Figure 1. Metal 1.
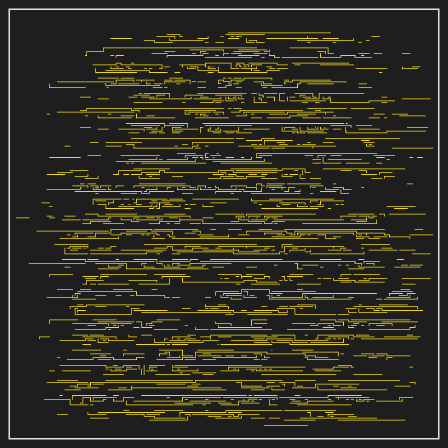
Figure 2. Clock network drawn from the DEF.
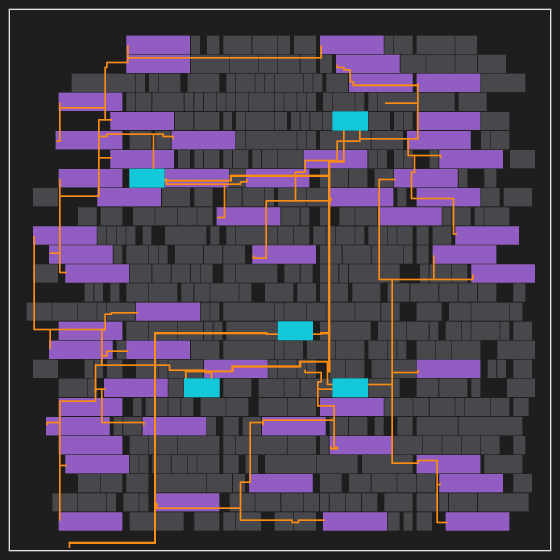
Figure 3. Port wiring.
Bar = 20 um.
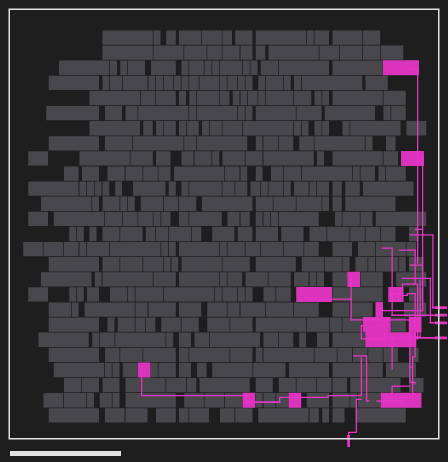
Figure 4. Register map, names as in the netlist.
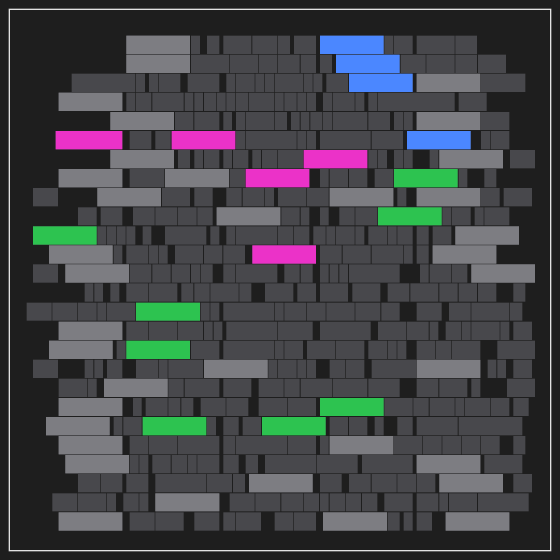
### config.mk
export PLATFORM = sky130hd
export DESIGN_NAME = intc
export DESIGN_NICKNAME = d
export VERILOG_FILES = /design/src/rtl/intc_pkg.sv /design/src/rtl/intc_pend_cell.sv /design/src/rtl/intc.sv
export SDC_FILE = /design/constraint.sdc
export NUM_CORES = 1
export LEC_CHECK = 0
export ABC_AREA = 1
export CORE_MARGIN = 2
export CORE_UTILIZATION = 50
export CTS_CLUSTER_DIAMETER = 50
export DETAILED_ROUTE_END_ITERATION = 6
export PLACE_DENSITY = 0.84
export SETUP_SLACK_MARGIN = 0.15
export SLEW_MARGIN = 20
export SYNTH_ARGS = -nofsm -noshare
export SYNTH_HDL_FRONTEND = slang
export SYNTH_SLANG_ARGS = --single-unit
export TNS_END_PERCENT = 30
### constraint.sdc
create_clock -name clk -period 1.2 [get_ports clk]
set_input_delay 0.18 -clock clk [delete_from_list [all_inputs] [get_ports clk]]
set_output_delay 0.18 -clock clk [all_outputs]
set_load 0.02 [all_outputs]
### src/rtl/intc_pkg.sv
// Shared definitions for the interrupt controller: CSR map, FSM states and CTRL layout.
package intc_pkg;

    localparam int unsigned CSR_AW   = 5;
    localparam int unsigned CSR_DW   = 8;
    localparam int unsigned HOLD_W   = 4;
    localparam int unsigned NUM_REGS = 5;

    localparam logic [CSR_AW-1:0] OFS_EN   = 5'd0;
    localparam logic [CSR_AW-1:0] OFS_PEND = 5'd1;
    localparam logic [CSR_AW-1:0] OFS_EDGE = 5'd2;
    localparam logic [CSR_AW-1:0] OFS_RAW  = 5'd3;
    localparam logic [CSR_AW-1:0] OFS_CTRL = 5'd4;

    typedef enum logic [1:0] {
        ST_IDLE    = 2'd0,
        ST_ASSERT  = 2'd1,
        ST_HOLDOFF = 2'd2
    } intc_state_e;

    // CTRL register image; rsvd is held at zero so the struct reads back directly.
    typedef struct packed {
        logic [HOLD_W-1:0] hold;
        logic [2:0]        rsvd;
        logic              gen;
    } intc_ctrl_t;

    localparam logic [CSR_DW-1:0] CTRL_RST = 8'h01;

    function automatic intc_ctrl_t ctrl_from_bus(input logic [CSR_DW-1:0] d);
        intc_ctrl_t c;
        c.hold = d[7:4];
        c.rsvd = 3'b000;
        c.gen  = d[0];
        return c;
    endfunction

endpackage

### src/rtl/intc_pend_cell.sv
// One interrupt source: edge-delay flop plus pending flop where a set beats a W1C clear.
module intc_pend_cell (
    input  logic clk,
    input  logic rst_n,
    input  logic i_src,
    input  logic i_edge,
    input  logic i_clr,
    output logic o_pend
);

    logic r_dly;
    logic r_pend;
    logic w_set;

    assign w_set = i_edge ? (i_src & ~r_dly) : i_src;

    always_ff @(posedge clk or negedge rst_n) begin
        if (!rst_n) begin
            r_dly  <= 1'b0;
            r_pend <= 1'b0;
        end else begin
            r_dly  <= i_src;
            r_pend <= w_set | (r_pend & ~i_clr);
        end
    end

    assign o_pend = r_pend;

endmodule

### src/rtl/intc.sv
// Interrupt controller: per-source pending/enable/edge CSRs and an irq_out sequencer
// that inserts a holdoff gap so an edge-sensitive host sees a new edge after each ack.
module intc #(
    parameter logic [4:0]  BASE_ADDR = 5'h18,
    parameter int unsigned NUM_SRC   = 8
) (
    input  logic               clk,
    input  logic               rst_n,
    input  logic               tick_ce,
    input  logic [4:0]         csr_a,
    input  logic [7:0]         csr_di,
    input  logic               csr_we,
    output logic [7:0]         csr_do,
    input  logic [NUM_SRC-1:0] irq_src,
    output logic               irq_out
);

    import intc_pkg::*;

    logic [NUM_SRC-1:0] r_en;
    logic [NUM_SRC-1:0] r_edge;
    intc_ctrl_t         r_ctrl;
    logic               r_w1c;
    logic [CSR_DW-1:0]  r_do;
    logic               r_irq;
    intc_state_e        r_state;
    logic [HOLD_W-1:0]  r_cnt;

    logic               w_in_rng;
    logic [CSR_AW-1:0]  w_ofs;
    logic               w_wr;
    logic [NUM_SRC-1:0] w_clr;
    logic [NUM_SRC-1:0] w_pend;
    logic               w_active;
    logic [CSR_DW-1:0]  w_rd;
    intc_state_e        w_state_nxt;
    logic [HOLD_W-1:0]  w_cnt_nxt;

    // Address decode over the block's window.
    assign w_in_rng = ({1'b0, csr_a} >= 6'(BASE_ADDR)) &&
                      ({1'b0, csr_a} <  (6'(BASE_ADDR) + 6'(NUM_REGS)));
    assign w_ofs    = csr_a - BASE_ADDR;
    assign w_wr     = csr_we && w_in_rng;
    assign w_clr    = (w_wr && (w_ofs == OFS_PEND)) ? csr_di[NUM_SRC-1:0] : '0;

    for (genvar g = 0; g < int'(NUM_SRC); g++) begin : g_src
        intc_pend_cell u_cell (
            .clk    (clk),
            .rst_n  (rst_n),
            .i_src  (irq_src[g]),
            .i_edge (r_edge[g]),
            .i_clr  (w_clr[g]),
            .o_pend (w_pend[g])
        );
    end

    assign w_active = r_ctrl.gen & (|(w_pend & r_en));

    // Configuration registers; r_w1c remembers an effective ack for the retrigger path.
    always_ff @(posedge clk or negedge rst_n) begin
        if (!rst_n) begin
            r_en   <= '0;
            r_edge <= '0;
            r_ctrl <= ctrl_from_bus(CTRL_RST);
            r_w1c  <= 1'b0;
        end else begin
            r_w1c <= |w_clr;
            if (w_wr) begin
                case (w_ofs)
                    OFS_EN:   r_en   <= csr_di[NUM_SRC-1:0];
                    OFS_EDGE: r_edge <= csr_di[NUM_SRC-1:0];
                    OFS_CTRL: r_ctrl <= ctrl_from_bus(csr_di);
                    default:  ;
                endcase
            end
        end
    end

    always_comb begin
        w_rd = '0;
        if (w_in_rng) begin
            case (w_ofs)
                OFS_EN:   w_rd = CSR_DW'(r_en);
                OFS_PEND: w_rd = CSR_DW'(w_pend);
                OFS_EDGE: w_rd = CSR_DW'(r_edge);
                OFS_RAW:  w_rd = CSR_DW'(irq_src);
                OFS_CTRL: w_rd = r_ctrl;
                default:  w_rd = '0;
            endcase
        end
    end

    // Sequencer next-state: ASSERT drops to HOLDOFF on an ack or on loss of active.
    always_comb begin
        w_state_nxt = r_state;
        w_cnt_nxt   = r_cnt;
        case (r_state)
            ST_IDLE: begin
                if (w_active) begin
                    w_state_nxt = ST_ASSERT;
                end
            end
            ST_ASSERT: begin
                if (!w_active) begin
                    if (r_ctrl.hold == '0) begin
                        w_state_nxt = ST_IDLE;
                    end else begin
                        w_state_nxt = ST_HOLDOFF;
                        w_cnt_nxt   = r_ctrl.hold;
                    end
                end else if (r_w1c) begin
                    w_state_nxt = ST_HOLDOFF;
                    w_cnt_nxt   = r_ctrl.hold;
                end
            end
            ST_HOLDOFF: begin
                if (r_cnt == '0) begin
                    w_state_nxt = ST_IDLE;
                end else if (tick_ce) begin
                    w_cnt_nxt = r_cnt - HOLD_W'(1);
                end
            end
            default: begin
                w_state_nxt = ST_IDLE;
                w_cnt_nxt   = '0;
            end
        endcase
    end

    always_ff @(posedge clk or negedge rst_n) begin
        if (!rst_n) begin
            r_state <= ST_IDLE;
            r_cnt   <= '0;
            r_irq   <= 1'b0;
            r_do    <= '0;
        end else begin
            r_state <= w_state_nxt;
            r_cnt   <= w_cnt_nxt;
            r_irq   <= (w_state_nxt == ST_ASSERT);
            r_do    <= w_rd;
        end
    end

    assign csr_do  = r_do;
    assign irq_out = r_irq;

endmodule

==> results_dict.tcl <==
# implementation run metrics
set metrics [dict create \
    synthTopCellsByArea "dfrtp_1 49%, nand2_1 16%, o21ai_2 5.6%" \
    timing.rr.end "r_cnt[2]" \
    end_kind "flip-flop" \
    ys_ff 53 \
    cp.arrival_ns 1.87 \
    gp_congestion 0.854 \
    n_fill_cell 244 \
    ff_type "dfrtp_1" \
    initial_core_util 0.519 \
    ir_drop_uv 855 \
    violations "negative setup slack" \
    hold_buffers 1 \
    ys_cells 315 \
    power_clock_mw 1.30 \
    postCtsSetupBuffers 5 \
    rsz0062_at_grt "yes" \
    post-route-util 0.837 \
    seq_area_sq_mm 0.00133 \
    comb_share 0.407 \
    hold_class "input port to async pin" \
    fin_nets 449 \
    ff2ff_setup_slack_ns -0.42 \
    die-area_sq_mm 0.00594 \
    path_delay_family "simple AND/OR/NAND/NOR gates" \
    crit_type "flip-flop to flip-flop" \
    hold_violations 0 \
    powerSeq_mw 2.06 \
    critPathMaxFanout 5 \
    largestClassByArea "multi-input combinational cells" \
    worstMarginPinSlew_ns 0.367 \
    core_sq_mm 0.00514 \
    period_used_share 1.35 \
    power_frac_seq 0.401 \
    ys_async_sr_fraction 1.00 \
    avgSynthCellArea_sq_um 8.47 \
    setup_ws_ns -0.423 \
    intPower_mw 3.29 \
    largest_area_cell "dfrtp_1" \
    maxSlewHeadroom 0.753 \
    h-tree-depth 2 \
    stdcell_count 488 \
    hpwl_mm 5.15 \
    p_leak_nw 2.02 \
    diodes 0 \
    fin_crit_ns 1.62 \
    grt_max_degree 45 \
    tap_cells 70 \
    top_layer_used "met4" \
    startpoint_type "flip-flop" \
    max_freq_mhz 616 \
    dr.pass1.iters 7 \
    synth.most_common_cell "nand2_1" \
    p_comb_mw 1.78 \
    startpoint "r_en[3]" \
    synth-edff-count 0 \
    clock_path_buffers 2 \
    design_area_sq_mm 0.00430 \
    switching_share 0.362 \
    synth_area_sq_mm 0.00267 \
    die_y_um 77.0 \
    dr.first_iter.drc_count 366 \
    top_area_frac 0.488 \
    flop-count 53 \
    maxCapViolCount 0 \
    log.warning_count 33 \
    r2r_cells 9 \
    logic_gate_count 225 \
    routed-wl-met2_mm 5.70 \
    reg2reg_from "r_en[3]" \
    cp_common_cell "nand2_1" \
    inv_count 36 \
    required_ns 1.45 \
    route.met3.wl_mm 1.17 \
    worstPathCellList "nand2_1 -> nand2_2 -> nor2_4 -> nand2_2 -> nand4_1 -> nand2_4 -> nor2_4 -> nand2_1 -> nand2_1" \
    clk_pin_slew_ns 0.11 \
    crit_buf_inv 0 \
    final_cell_mix "68 x nand2_1, 52 x dfrtp_1, 48 x buf_4" \
    endpoint "r_cnt[2]" \
    clock_cell_area_share 0.0270 \
    top_cells_by_count "111 x nand2_1, 52 x dfrtp_1, 33 x inv_1" \
    grt_antenna_before_repair 0 \
    path_depth 9 \
    total_power_mw 5.15 \
    sh_seq_area 0.308 \
    comb_power_share 0.346 \
    powerDensity_mw_per_mm2 1200 \
    syn2layout_area_growth_pct 61.4 \
    status "finished, violations left" \
    place_area_sq_mm 0.00348 \
    cts_tree "yes" \
    cts_buffers 5 \
    fin_tns_setup_ns -2.40 \
    nNonClkBuffers 96 \
    finalSetupViolCount 7 \
    lay_top_count "nand2_1" \
    use_met2 0.492 \
    p_sw_mw 1.86 \
    cts_sinks 53 \
    whs_ns 0.282 \
    yosys_warnings 0 \
    synth_nets 347 \
    synthCells 315 \
    grt_pass1_wl_mm 13.2 \
    cpPeakStageDelay_ns 0.43 \
    pwr-share-clk 0.253 \
    synth.distinct_cells 27 \
    grt_overflow 0 \
    dp_slack_ns -0.713 \
    dpl.cell_count 461 \
    buf_share 0.203 \
    cts.repair.resized 102 \
    first_global_vias 2811 \
    use_met3 0.0694 \
    drc 0 \
    top_power_group "sequential cells" \
    ys_seq_share 0.498 \
    cts_root_buffer "clkbuf_8" \
    yosys_area_sq_mm 0.00267 \
    crit_slowest_cell "dfrtp_1" \
    comb_area_sq_mm 0.00175 \
    slew_viol_final 0 \
    ant_nets 0 \
    grt-busiest-layer "met2" \
    wl_per_cell_um 24.3 \
    drt-met1-wl_mm 3.96 \
    die_w_um 77.0 \
    drive_above_1_share 0.519 \
    grtUsageTotal 0.286 \
    viasPerCell 6.48 \
    vias 3164 \
    fp-row-count 26 \
    clock_buffers 7 \
]
Back to the opening pictures, Figure 1:
nets with wire on the layer = 414
longest straight run = 27.8 um
main direction = horizontal
met1 Use GR: 0.331
final WL: 11.9 mm

Back to the opening pictures, Figure 2:
cyan -> cells driving clock nets  # count 5
purple -> flip-flops  # count 53
orange -> clock wires  # length 662 um
routed clock nets = 6
Latency at later pin: 0.33 ns
Worst Skew: 0.0162 ns

Back to the opening pictures, Figure 3:
magenta -> csr_a  # bits 5, direction input, edge 4 east, 1 south, end cells 15, buffers 8, wire 354 um
Top-Level Pins: 34
Port-buffer cells: 33

Back to the opening pictures, Figure 4:
magenta -> r_ctrl  # flops 5, where north
green -> r_edge  # flops 8
blue -> r_cnt  # flops 4
not colored = 36

cell families (layout without fill, tap and decap cells):
| group | count (synthesis) | after routing | synth area share |
|---|---|---|---|
| buffers and inverters | 40 | 140 | 0.0652 |
| AND-OR/OR-AND | 55 | 55 | 0.136 |
| flip-flops | 53 | 53 | 0.498 |
| AND/OR/NAND/NOR | 159 | 162 | 0.265 |
| XOR/XNOR | 1 | 1 | 0.00328 |
| adder cells (fa/ha/maj) | 7 | 7 | 0.0328 |
state kept, by name (all words and copies together) (netlist names), 2 cells and up:
| name | cells |
|---|---|
| csr_do | 8 |
| g_src.u_cell.o_pend | 8 |
| g_src.u_cell.r_dly | 8 |
| r_cnt | 4 |
| r_ctrl | 5 |
| r_edge | 8 |
| r_en | 8 |
| r_state | 2 |
Power figures rest on the tool's default switching activity, not on a simulated workload.
